==> config.mk <==
export PLATFORM = sky130hd
export DESIGN_NAME = ntt_twiddle_gen
export DESIGN_NICKNAME = d
export VERILOG_FILES = /design/src/rtl/ntt_twiddle_gen.sv
export SDC_FILE = /design/constraint.sdc
export NUM_CORES = 1
export LEC_CHECK = 0
export ABC_CLOCK_PERIOD_IN_PS = 18700
export CORE_ASPECT_RATIO = 0.75
export CORE_MARGIN = 2
export CORE_UTILIZATION = 55
export CTS_CLUSTER_DIAMETER = 100
export DETAILED_ROUTE_END_ITERATION = 12
export GPL_ROUTABILITY_DRIVEN = 1
export PLACE_DENSITY = 0.8
export SLEW_MARGIN = 40
export SYNTH_ARGS = -nofsm -noshare
export SYNTH_HDL_FRONTEND = slang
export SYNTH_SLANG_ARGS = --single-unit
==> constraint.sdc <==
create_clock -name clk -period 18.7 [get_ports clk]
set_input_delay 2.805 -clock clk [delete_from_list [all_inputs] [get_ports clk]]
set_output_delay 2.805 -clock clk [all_outputs]
set_load 0.005 [all_outputs]
met1.png
Supply wires on this layer in gray.
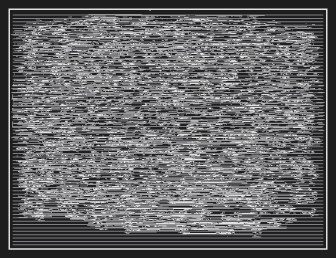
longest straight run: 77.3 um
wire length on this layer: 37.3 mm
main direction: horizontal
share of all routed wire: 40%
DR vias: 26800
Final Routed Wirelength: 92300 um

met2.png
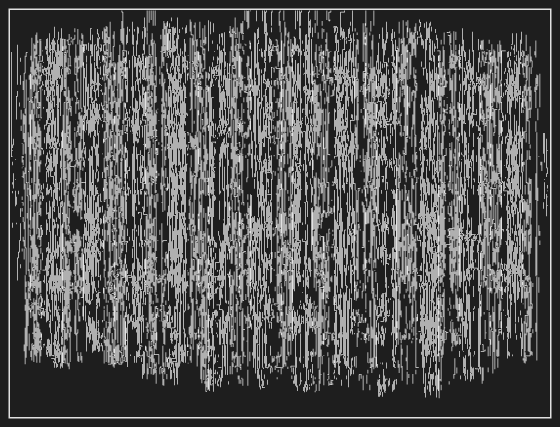
longest straight run: 72.4 um
main direction: vertical
share of all routed wire: 43%
wire length on this layer: 39.9 mm
nets with wire on the layer: 2853
routing usage on met2: 56.7%

met3.png
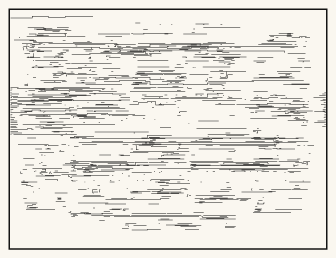
wire length on this layer: 9530 um
longest straight run: 175 um
grt met3 use: 7.11%

met4.png
The bar under the picture is 100 um long. Supply wires on this layer in gray.
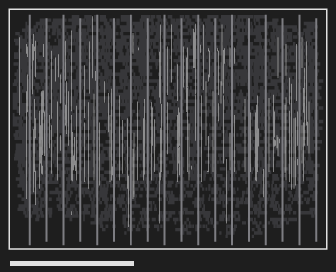
share of all routed wire: 5.9%
longest straight run: 86.4 um
main direction: vertical
nets with wire on the layer: 128

==> results.txt <==
yosys + openroad results -> status complete, no violations, Top cells by area dfrtp_1 33%, nand2_1 7.0%, a21oi_1 5.8%, Clock Power Share 11.9%, Synth Warn # 0, power share of the combinational group 69.1%, Max Root-Sink Buffers 3, Seq pwr share between 10% and 20%, static leakage 11.9 nW, sequential cell power 0.00115 W, critical path fanouts, max 26, Commonest Layout Cell nand2_1, worst slack, placed 7.89 ns, clock network power 0.000716 W, critical path's top delay family AND-OR/OR-AND gates, first-pass GRT wire length 142000 um, GRT Residual Overflow 0, Register-to-Register Path Depth 26, CP Buf/Inv Count 2, Hold Crit Class reg2reg, area grow syn2layout 8.74%, 1st-iter DRT viols 3582, largest area contributor in the netlist dfrtp_1, Min Hold Slack 0.475 ns, Yosys chip area 25900 um^2, H-tree levels 1, count of final hold-check violations 0, worst endpoint data arrival time 11.92 ns, core area 46200 um^2, Startpoint Class flop, Reg clk slew, reported paths approximately 0.07 ns, Post-Synthesis Cells 3327, Initial DRT Pass Iterations 8, largest net degree at the start of global routing 149, dpl cell area 26900 um^2, setup bufs post-CTS 0, DR WL/cell 23.7 um, yosys xor share 3.69%, Residual DRC 0, Post-CTS Resized 0, row count 68, asr flop ratio synth 100%, Layout Cell Area excl Fill 28100 um^2, most frequent cell on the critical path o21ai_0, tool warning count 35, post-DP HPWL 66600 um, final cell count without fillers 3898, ys cells between 3000 and 4000, dominant kind of combinational cell AND-OR/OR-AND gates, CP Capture Type flop, Die H around 190 um, syn_nets 3414, min Tclk post-route 11.50 ns, Peak Freq 86.9 MHz, total track usage 37.1%, layout cells sized above 1 6.03%, Main power group combinational logic, Adder Area Share between 3 and 4%, Root Buffer clkbuf_16, AND-OR/OR-AND Cells, Area Fraction 27.3%, pwr dens 214 nW/um^2, CTS buffer count 30, vias in the first global route between 20000 and 30000, clk ins delay skew pair between 0.5 and 0.6 ns, Final ANT Viol Nets 0, Post-Syn Area 25900 um^2, Sw Share approximately 56%, clock sinks 344, Rel. slew slack 39.0%, Hold Crit Depth 2, MUX share of area 2.69%, starting density of the core 56.0%, I/O Buffers 80, most numerous logic cells after layout 476 x nand2_1, 344 x nor2_1, 343 x dfrtp_1, cts hold-fix bufs 0, post-layout period usage 61.5%, P_int 0.00263 W, main flop type dfrtp_1, yosys simple share 24.8%, Max IR drop VDD approximately 240 uV, IO Count 82, EDFF count, synth 0, CP required approximately 19 ns, setup_tns 0 ns, P_comb 0.00416 W, Psw 0.00340 W, die area 48800 um^2, crit-path max cell delay just under 0.7 ns, Area leader share about a third, critical path type reg2reg, initial antenna violation count 1, CTS tree built, ys flops 344, final layout net count 3331, Antenna Cells 0, Crit. path cell count 26, count of final setup violators 0, Tightest Pin Transition 0.905 ns, Pwr Total approximately 0.0060 W, DR vias/cell 6.88, Post-synth seq share 33.3%, maxcap violations 0, Layout Skew 0.0225 ns, final slew viol count 0, Setup WS post-layout 7.20 ns, worst reg-to-reg setup slack between 7 and 8 ns, slowest cell on the critical path a21boi_1, RSZ-0062 raised after global routing no, Mean Syn Cell Area around 7.8 um^2, Unique cell types 97, RD Place Congestion 1.01, die width 254 um, Util after Layout 60.8%, placed cells approximately 3800
synthesized netlist by cell type (55+ instances only):
master / instances
nor2_1: 349
nand3_1: 78
nor3_1: 66
nand2_1: 479
dfrtp_1: 344
a21oi_1: 298
ha_1: 78
clkbuf_1: 190
o22ai_1: 72
mux2i_1: 57
and2_1: 87
o21ai_0: 213
nand4_1: 73
xnor2_1: 55
area by class of cell:
type                    count  area [um^2]
fillers                  4005        18100
multi-input cells        2696        16200
flip-flops and latches    344         8610
repair buffers            121         1150
clock buffers              41          863
well taps                 630          788
clock inverters            15          259
inverters                  51          204
metal layers:
metal	GRT usage (%)	routed length, um
met4	19.9	5500
met1	49.9	37300
met3	7.11	9530
met5	0	13
met2	56.7	39900
Power is estimated from default activity; no workload was simulated.
